==> src/rtl/disp_scan_ctrl.sv <==
// Seven-segment scan sequencer: one digit per slot, with a blanking gap between slots.
// Build with DISP_SCAN_DIM_EN to add the 4-bit bright input that dims the digits.
module disp_scan_ctrl #(
  parameter int REFRESH_DIV  = 125000,
  parameter int BLANK_CYCLES = 16
) (
  input  logic       clk,
  input  logic       rst,
  input  logic       en,
  input  logic [7:0] digit_mask,
`ifdef DISP_SCAN_DIM_EN
  input  logic [3:0] bright,
`endif
  output logic [2:0] rd_addr,
  output logic [7:0] an_n,
  output logic       seg_blank,
  output logic       frame_tick
);

  localparam int CW = $clog2(REFRESH_DIV + 1);
  localparam logic [CW-1:0] BLANK_LAST = CW'(BLANK_CYCLES - 1);
  localparam logic [CW-1:0] ON_LAST    = CW'(REFRESH_DIV - BLANK_CYCLES - 1);

  localparam logic [1:0] IDLE  = 2'd0;
  localparam logic [1:0] BLANK = 2'd1;
  localparam logic [1:0] ON    = 2'd2;

  logic [1:0]    state_q, state_d;
  logic [2:0]    idx_q, idx_d;
  logic [CW-1:0] cnt_q, cnt_d;
  logic [2:0]    rd_addr_q, rd_addr_d;
  logic [7:0]    an_n_q, an_n_d;
  logic          seg_blank_q, seg_blank_d;
  logic          frame_tick_q, frame_tick_d;

  logic [2:0]    nxt, first;
  logic          wrap, cur_on, lit;

`ifdef DISP_SCAN_DIM_EN
  localparam int SUB = (REFRESH_DIV - BLANK_CYCLES) / 16;
  logic [3:0] bright_q, bright_d;
`endif

  // Circular search starting after i; i itself is the last candidate.
  function automatic logic [2:0] next_idx(input logic [2:0] i, input logic [7:0] m);
    logic [2:0] j;
    logic       hit;
    next_idx = i;
    hit      = 1'b0;
    for (int k = 1; k <= 8; k++) begin
      j = i + 3'(k);
      if (!hit && m[j]) begin
        next_idx = j;
        hit      = 1'b1;
      end
    end
  endfunction

  function automatic logic [2:0] first_idx(input logic [7:0] m);
    first_idx = 3'd0;
    for (int k = 7; k >= 0; k--)
      if (m[k]) first_idx = 3'(k);
  endfunction

  assign nxt    = next_idx(idx_q, digit_mask);
  assign first  = first_idx(digit_mask);
  assign wrap   = (nxt <= idx_q);
  assign cur_on = digit_mask[idx_q];

  always_comb begin
    state_d      = state_q;
    idx_d        = idx_q;
    cnt_d        = cnt_q;
    rd_addr_d    = rd_addr_q;
    frame_tick_d = 1'b0;
`ifdef DISP_SCAN_DIM_EN
    bright_d     = bright_q;
`endif
    // Disable outranks any mask or slot event.
    if (!en || digit_mask == 8'h00) begin
      state_d = IDLE;
    end else begin
      case (state_q)
        IDLE: begin
          state_d   = BLANK;
          idx_d     = first;
          rd_addr_d = first;
          cnt_d     = '0;
        end
        BLANK: begin
          if (cnt_q == BLANK_LAST) begin
            cnt_d = '0;
            if (!cur_on) begin
              // Digit vanished while blanked: skip it and blank again.
              idx_d        = nxt;
              rd_addr_d    = nxt;
              frame_tick_d = wrap;
            end else begin
              state_d  = ON;
`ifdef DISP_SCAN_DIM_EN
              bright_d = bright;
`endif
            end
          end else begin
            cnt_d = cnt_q + 1'b1;
          end
        end
        ON: begin
          if (!cur_on || cnt_q == ON_LAST) begin
            state_d      = BLANK;
            cnt_d        = '0;
            idx_d        = nxt;
            rd_addr_d    = nxt;
            frame_tick_d = wrap;
          end else begin
            cnt_d = cnt_q + 1'b1;
          end
        end
        default: state_d = IDLE;
      endcase
    end

    // Outputs are registered, so they are derived from the next-state values.
`ifdef DISP_SCAN_DIM_EN
    lit = (state_d == ON) && (32'(cnt_d) < (32'(bright_d) + 32'd1) * 32'(SUB));
`else
    lit = (state_d == ON);
`endif
    an_n_d      = lit ? ~(8'd1 << idx_d) : 8'hFF;
    seg_blank_d = !lit;
  end

  always_ff @(posedge clk or posedge rst) begin
    if (rst) begin
      state_q      <= IDLE;
      idx_q        <= 3'd0;
      cnt_q        <= '0;
      rd_addr_q    <= 3'd0;
      an_n_q       <= 8'hFF;
      seg_blank_q  <= 1'b1;
      frame_tick_q <= 1'b0;
`ifdef DISP_SCAN_DIM_EN
      bright_q     <= 4'd0;
`endif
    end else begin
      state_q      <= state_d;
      idx_q        <= idx_d;
      cnt_q        <= cnt_d;
      rd_addr_q    <= rd_addr_d;
      an_n_q       <= an_n_d;
      seg_blank_q  <= seg_blank_d;
      frame_tick_q <= frame_tick_d;
`ifdef DISP_SCAN_DIM_EN
      bright_q     <= bright_d;
`endif
    end
  end

  assign rd_addr    = rd_addr_q;
  assign an_n       = an_n_q;
  assign seg_blank  = seg_blank_q;
  assign frame_tick = frame_tick_q;

endmodule

==> config.mk <==
export PLATFORM = sky130hd
export DESIGN_NAME = disp_scan_ctrl
export DESIGN_NICKNAME = d
export VERILOG_FILES = /design/src/rtl/disp_scan_ctrl.sv
export SDC_FILE = /design/constraint.sdc
export NUM_CORES = 1
export LEC_CHECK = 0
export ABC_AREA = 1
export CORE_ASPECT_RATIO = 0.9
export CORE_MARGIN = 2
export CORE_UTILIZATION = 50
export DETAILED_ROUTE_END_ITERATION = 6
export PLACE_DENSITY_LB_ADDON = 0.2
export SLEW_MARGIN = 20
export SYNTH_ARGS = -nofsm -noshare
export SYNTH_HDL_FRONTEND = slang
export SYNTH_SLANG_ARGS = --single-unit
==> constraint.sdc <==
create_clock -name clk -period 4.63 [get_ports clk]
set_input_delay 1.1575 -clock clk [delete_from_list [all_inputs] [get_ports clk]]
set_output_delay 1.1575 -clock clk [all_outputs]
set_load 0.01 [all_outputs]
clock_wires.png
The bar under the picture is 20 um long.
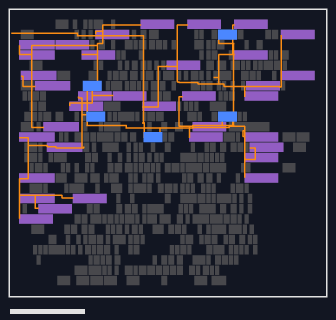
[flip-flops] purple | count: 35
[clock wires] orange | length: 496 um
[clock-net drivers] blue | count: 5
routed clock nets	6
clk pwr: 0.000287 W
skew final: 0.01230 ns

placed.png
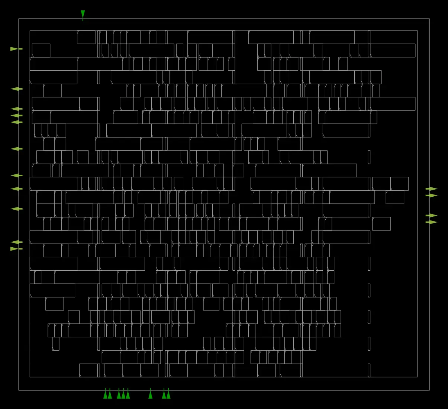
Cell Rows: 26
Tapcells: 70
Core Util, Final: 0.5886

class_map.png
The bar under the picture is 20 um long.
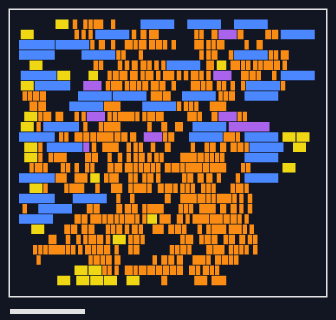
class	colour	cells	share of their area
registers	blue	35	28%
clock drivers and dummy loads	purple	8	3.7%
remaining buffers and delay cells	yellow	27	8.1%
remaining logic cells	orange	388	61%

m2.png
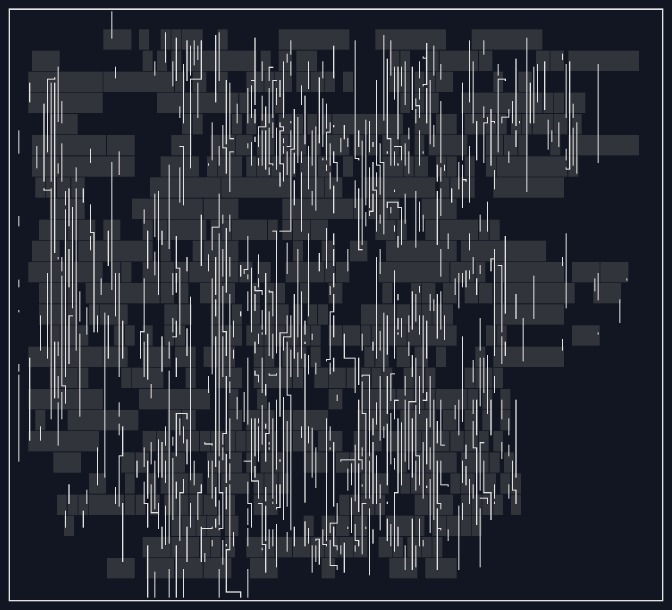
wire length on this layer	2840 um
longest straight run	29.6 um

gates.png
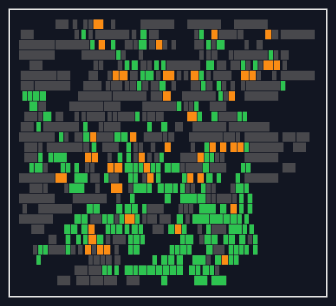
family	colour	cells
nand cells	green	194
aoi and oai cells	orange	44
Commonest Layout Cell: nand2_1
final cell count without fillers: 528
logic share of the area: 0.5129

==> flow_summary.yaml <==
# implementation run metrics
final_layout:
  nets: 479
  drive_above_1_share: 0.1223
  num_antenna_cells: 0
  syn2layout_area_growth_pct: 14.73
yosys:
  most_common_cell: "nand2_1"
  yosys-top-cells-count: "nand2_1, inv_1, nand3_1"
  avgSynthCellArea_um2: 6.691
  ys.flop_type: "dfrtp_1"
  synth_cells: 429
  async_flop_share: 1.000
  yosysUniqueCellTypes: 40
  ys_seq_frac: 0.3091
  synth_nets: 451
  synth-edff-count: 0
  area_leaders: "dfrtp_1, nand2_1, nand3_1"
  synthDominantCellAreaShare: 0.2267
  top_area_cell: "dfrtp_1"
  ys_chip_area_um2: 2870
clocking:
  clk_root_buffer_cell: "clkbuf_8"
  htreeDepth: 2
  hold_buffers: 0
  cts_tree: "built"
  clkTransAtPathRegs_ns: 0.06
  clk_path_buf_depth: 2
  clk_latency_ns: 0.29
  clock-sinks: 35
  post_cts.repair.setup_buffers: 0
  cts_made_buffers: 5
floorplanning:
  die_w_um: 83.87
  fp_util: 0.5130
  core_um2: 5595
  fp.dieH_um: 75.88
  ios: 24
  floorplan.die_area_um2: 6364
pwr:
  p_leak_nw: 1.597
  powerDensity_nw_per_um2: 347.5
  p_total_w: 0.001144
  irDropWorstVdd_mv: 0.2422
sta:
  drv_slew: 0
  fmax_mhz: 271.0
  timing.final.crit_period_ns: 3.690
  grt_setup_unrepaired: "false"
  final.setup.tns_ns: 0
  setup_viol: 0
  fin_crit_sh: 0.7971
  tightest_slew_ns: 0.9014
  slew_headroom: 0.3984
worst_setup_path:
  crit_buf_inv: 3
  cp_max_fo: 4
  r2r_slack_ns: 1.08
  start_kind: "primary input"
  crit_path_top_delay_cell: "clkdlybuf4s50_1"
  cp-endpoint: "frame_tick$_DFF_PP0_"
  r2r-start: "idx_q[1]$_DFF_PP0_"
  critical_path.cell_chain: "clkdlybuf4s50_1 -> nand2_1 -> nand3_1 -> nand3_1 -> nand2_1 -> inv_1 -> nand4_2 -> nor2_1 -> nor2_1 -> nand2_1 -> nand3_1 -> nand2_1 -> inv_1 -> ha_1 -> a21oi_1 -> o21ai_0 -> nand2_1 -> o21ai_0 -> nor3_1"
  worstSetupStartpoint: "digit_mask[6]"
  worstPathRequired_ns: 4.82
  timing.rr.end: "frame_tick$_DFF_PP0_"
  path_delay_family: "simple AND/OR/NAND/NOR gates"
  path_common_cell: "nand2_1"
  cp.depth: 19
  critPathMaxStageDelay_ns: 0.47
  crit_type: "in -> reg"
  r2r_cells: 20
drt:
  ant_nets: 0
  drt_wl_total_um: 6907
  num_vias: 2855
  drc_errors: 0
  routedWlPerCell_um: 13.08
  drt_iter0_markers: 257
  first_pass_iters: 5
  avgViaCountPerCell: 5.407
run:
  openroad.warnings: 31
  maxCapViolations: 0
global_route:
  grt_pass1_wl_um: 11610
  grt_pass1_vias: 2613
  grt_antenna_before_repair: 0
  grt_max_degree: 25
  overflow: 0
  grt_use_total: 0.2267
placement:
  port_buffers: 23
  hpwl_um: 5344
  place.gp.congestion: 0.9308
worst_hold_path:
  hold_path_class: "reg -> reg"
  hold_depth: 2
run_status:
  status: "completed"
==> where the power goes <==
part           total, W  leakage [nW]  switching, W  internal, W
sequential     0.000343         0.444     0.0000197     0.000324
clock          0.000287        0.0612      0.000113     0.000174
combinational  0.000514          1.09      0.000340     0.000174
==> state kept, by name, summed over array words and instances, names as in the netlist <==
register,flops
an_n,8
rd_addr,3
frame_tick,1
state_q,2
cnt_q,17
idx_q,3
seg_blank,1
==> cells in the final DEF (no fill, tap or decap), types with 2 or more instances in the layout <==
cell,count
a211oi_1,2
dfstp_2,9
dfrtp_1,26
clkbuf_8,6
o22ai_1,3
nor3_1,13
inv_2,3
o21ai_0,16
nor2_4,2
ha_1,11
xor2_1,4
nand2_4,2
inv_1,59
nand4_1,7
a21oi_1,13
clkdlybuf4s50_1,23
nor3b_1,5
o21ai_1,2
nor4_1,3
nand3_2,7
nor2_2,6
nand4_2,3
nand2_2,9
nand2_1,113
a31oi_1,3
nand3_1,53
buf_4,4
nor2_1,38
==> cell type report <==
cell class | count | area (um2)
clock inverters | 2 | 35.03
multi-input cells | 323 | 1689
inverters | 65 | 251.5
fillers | 525 | 2302
well taps | 70 | 87.58
repair buffers | 27 | 260.3
flip-flops and latches | 35 | 887.1
clock buffers | 6 | 82.58
==> kinds of logic after synthesis <==
kind of cell	share of synthesized area
AOI/OAI and AO/OA	0.08980
and+or+nand+nor	0.4355
xor gates and xnor gates	0.01526
buffers and inverters	0.1024
DFF	0.3091
adders and majority gates	0.04795
==> worst reg2reg max path, stage by stage, from the launching register on <==
cell      delay, ns
dfrtp_1        0.58
clkinv_1       0.16
ha_1           0.37
inv_1          0.24
nand3_1        0.19
nand3_2        0.14
nand2_4        0.09
nor2_4         0.16
nand4_2        0.10
nor2_1         0.21
nor2_1         0.08
nand2_1        0.07
nand3_1        0.07
nand2_1        0.11
inv_1          0.07
ha_1           0.30
a21oi_1        0.15
o21ai_0        0.09
nand2_1        0.07
o21ai_0        0.07
nor3_1         0.14
==> metal layers <==
| layer | vias up | routed length (um) | global-route usage |
|---|---|---|---|
| li1 | 1454 | - | - |
| met1 | 1293 | 3540 | 0.3297 |
| met2 | 102 | 2840 | 0.3387 |
| met3 | 6 | 463 | 0.05959 |
| met4 | 0 | 63 | 0.05735 |
| met5 | - | 0 | 0 |
==> stage by stage <==
stage	setup slack [ns]	area, um2	cells	util	hold slack [ns]
after floorplan	1.595	2870	429	-	0.4750
after global placement	0.8899	3176	520	0.5675	0.4689
after detailed placement	0.7559	3176	520	0.5675	0.4741
after CTS	1.035	3293	528	0.5886	0.4894
after global routing	0.6829	3293	528	0.5886	0.5397
final	0.9395	3293	528	0.5886	0.4836
No activity file was given, so power comes from the tool's default toggle rates.
